--- config.mk ---
export PLATFORM = sky130hd
export DESIGN_NAME = button_conditioner
export DESIGN_NICKNAME = d
export VERILOG_FILES = /design/src/rtl/button_conditioner.sv
export SDC_FILE = /design/constraint.sdc
export NUM_CORES = 1
export LEC_CHECK = 0
export ABC_AREA = 0
export CORE_ASPECT_RATIO = 1.2
export CORE_MARGIN = 5
export CORE_UTILIZATION = 60
export DETAILED_ROUTE_END_ITERATION = 16
export PLACE_DENSITY = 0.82
export SKIP_LAST_GASP = 1
export SLEW_MARGIN = 20
export SYNTH_ARGS = -nofsm -noshare
export SYNTH_HDL_FRONTEND = slang
export SYNTH_SLANG_ARGS = --single-unit
--- constraint.sdc ---
create_clock -name clk -period 3.1 [get_ports clk]
set_clock_uncertainty 0.2 [all_clocks]
set_input_delay 0.93 -clock clk [delete_from_list [all_inputs] [get_ports clk]]
set_output_delay 0.93 -clock clk [all_outputs]
set_load 0.005 [all_outputs]
--- src/rtl/button_conditioner.sv ---
// Push-button front end: per-channel 2-FF synchroniser, debounce counter,
// clean active-high level plus one-cycle press/release pulses.

module button_conditioner_lane #(
  parameter int DEBOUNCE_CYCLES = 120000,
  parameter int CNT_WIDTH       = 17,
  parameter int ACTIVE_LOW      = 1
) (
  input  logic clk,
  input  logic reset,
  input  logic btn_raw_i,
  output logic level_o,
  output logic press_o,
  output logic release_o
);

  localparam logic                 REL_PIN = (ACTIVE_LOW != 0);
  localparam logic [CNT_WIDTH-1:0] CNT_MAX = CNT_WIDTH'(DEBOUNCE_CYCLES - 1);

  logic                 sync1_q, sync2_q;
  logic [CNT_WIDTH-1:0] cnt_q, cnt_d;
  logic                 level_q, level_d;
  logic                 press_q, press_d;
  logic                 rel_q, rel_d;
  logic                 s;

  // Synchroniser idles at the released pin level so reset looks like "not pressed".
  always_ff @(posedge clk or negedge reset) begin
    if (!reset) begin
      sync1_q <= REL_PIN;
      sync2_q <= REL_PIN;
    end else begin
      sync1_q <= btn_raw_i;
      sync2_q <= sync1_q;
    end
  end

  assign s = sync2_q ^ REL_PIN;

  always_comb begin
    cnt_d   = cnt_q;
    level_d = level_q;
    press_d = 1'b0;
    rel_d   = 1'b0;
    if (s == level_q) begin
      cnt_d = '0;
    end else if (cnt_q == CNT_MAX) begin
      level_d = s;
      cnt_d   = '0;
      press_d = s;
      rel_d   = ~s;
    end else begin
      cnt_d = cnt_q + 1'b1;
    end
  end

  always_ff @(posedge clk or negedge reset) begin
    if (!reset) begin
      cnt_q   <= '0;
      level_q <= 1'b0;
      press_q <= 1'b0;
      rel_q   <= 1'b0;
    end else begin
      cnt_q   <= cnt_d;
      level_q <= level_d;
      press_q <= press_d;
      rel_q   <= rel_d;
    end
  end

  assign level_o   = level_q;
  assign press_o   = press_q;
  assign release_o = rel_q;

endmodule

module button_conditioner #(
  parameter int N_BUTTONS       = 5,
  parameter int DEBOUNCE_CYCLES = 120000,
  parameter int CNT_WIDTH       = 17,
  parameter int ACTIVE_LOW      = 1
) (
  input  logic                 clk,
  input  logic                 reset,
  input  logic [N_BUTTONS-1:0] btn_raw,
  output logic [N_BUTTONS-1:0] btn_level,
  output logic [N_BUTTONS-1:0] btn_press,
  output logic [N_BUTTONS-1:0] btn_release
);

  // The counter must hold DEBOUNCE_CYCLES-1 without wrapping.
  if (DEBOUNCE_CYCLES < 1) begin : g_bad_cycles
    $error("DEBOUNCE_CYCLES must be >= 1");
  end
  if ((64'd1 << CNT_WIDTH) <= 64'(DEBOUNCE_CYCLES - 1)) begin : g_bad_width
    $error("CNT_WIDTH too small for DEBOUNCE_CYCLES");
  end

  for (genvar i = 0; i < N_BUTTONS; i++) begin : g_lane
    button_conditioner_lane #(
      .DEBOUNCE_CYCLES(DEBOUNCE_CYCLES),
      .CNT_WIDTH      (CNT_WIDTH),
      .ACTIVE_LOW     (ACTIVE_LOW)
    ) u_lane (
      .clk       (clk),
      .reset     (reset),
      .btn_raw_i (btn_raw[i]),
      .level_o   (btn_level[i]),
      .press_o   (btn_press[i]),
      .release_o (btn_release[i])
    );
  end

endmodule

Placed standard cells:
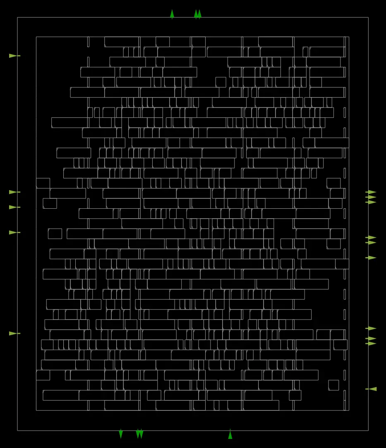
post-layout util: 65.68%
Seq cells: 110
core area: 8472 um2

Wiring by layer:
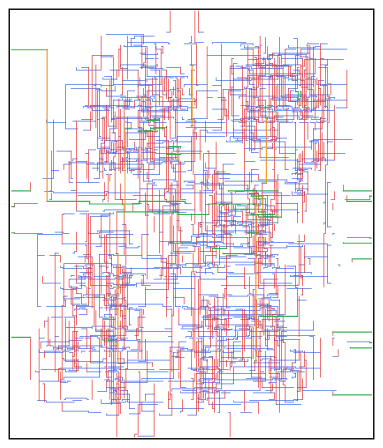
orange -> met4  # wire length 167 um
blue -> met1  # wire length 4,090 um
green -> met3  # wire length 277 um
red -> met2  # wire length 4,630 um

==> flow_summary.ini <==
; implementation run metrics
[status]
outcome = finished clean

[logic_synthesis]
syn_area_per_cell_um2 = 10.27
topCellsByArea = dfrtp_1, xnor2_1, nor2_1, dfstp_2, xor2_1
ff_type = dfrtp_1
synthArstFlopShare_pct = 100.0
synthCells = 500
yosysUniqueCellTypes = 38
seq_area_frac_synth_pct = 53.86
synth_top_cell_by_area = dfrtp_1
yosys-stat-cells = 500
common_cells = dfrtp_1, nor2_1, xnor2_1
top_cell_area_share_pct = 48.74
floorplan.nets = 512
yosysMostFrequentCell = dfrtp_1

[power_and_ir_drop]
intPower_mw = 1.874
power_frac_comb_pct = 4.0
peakVddDrop_v = 0.0002947
switching_share_pct = 23.14
comb_power_mw = 0.0965
p_total_mw = 2.438
p_per_area_nw_per_um2 = 438.1
p_sw_mw = 0.5642

[sta]
post-route-period-util_pct = 79.77
fin_crit_ps = 2473
tightest_slew_ps = 669.9
fin_ws_ps = 627.2
slew_violations = 0
fmaxAchievable_mhz = 404.4

[final_layout]
n_clock_buffer = 10
ff_latch_area_um2 = 2765
area_growth_pct = 8.384
drive_gt1_share_pct = 7.573
comb_area_um2 = 2152
finalNetCount = 522
clk_share_pct = 3.553
comb_cells = 351
antenna_cells = 0
nonClkBufAreaFrac_pct = 4.632
n_all_inverters = 12
signal_buffers = 26
regMostFlops = g_lane.u_lane.cnt_q
fin_cells = 632
sh_comb_area_pct = 38.68
fin_area_um2 = 5564

[critical_path]
required_ps = 1970
critPathTopFamily = buffers and inverters
r2r_start = g_lane[4].u_lane.cnt_q[2]
regToRegEndpoint = g_lane[4].u_lane.cnt_q[1]
path_cells = clkdlybuf4s50_1
crit_path_top_delay_cell = clkdlybuf4s50_1
endpoint_kind = output port
rrSetupSlack_ps = 700
reg2reg_depth = 4

[drt]
route.detailed.drc = 0
wl_um = 9169
wire_per_inst_um = 14.51
viasPerCell = 5.725
drtAntennaViolNets = 0
met2_length_um = 4630
wl_met3_um = 276
via_count = 3618
drt-pass1-iter-count = 4

[cts]
ctsHoldBuffers = 0
clk_latency_ps = 370
h-tree-depth = 3
clock_path_buffers = 2
cts_root_buf = clkbuf_8
cts_tree = done

[global_routing]
grt_use_total_pct = 19.21
grt_max_degree = 50
grt_pass1_vias = 3620
grt_pass1_wl_um = 16270

[floorplanning]
rows = 37
dieArea_um2 = 10510
dieHeight_um = 111.3
ios = 22
nWellTaps = 117

[hold_path]
worstHoldEndpoint = g_lane[4].u_lane.sync2_q
min_path_type = register to register
min-delay-start = g_lane[4].u_lane.sync1_q
hold-path-cell-count = 0

[placed_design]
post-dp-hpwl_um = 6173
port_buffers = 21
-- metal layers --
metal / track usage (%) / vias to the layer above
met1: 25.86 / 1791
met4: 7.996 / 0
met5: 0 / -
li1: - / 1731
met3: 2.512 / 15
met2: 31.30 / 81
-- cells by family after synthesis --
| group | Yosys count | synth area share, % |
|---|---|---|
| DFF | 110 | 53.86 |
| AOI/OAI and AO/OA | 21 | 2.876 |
| muxes | 2 | 0.3900 |
| xor gates and xnor gates | 75 | 12.80 |
| and+or+nand+nor | 248 | 24.64 |
| adders and majority gates | 5 | 1.219 |
| buffers and inverters | 39 | 4.216 |
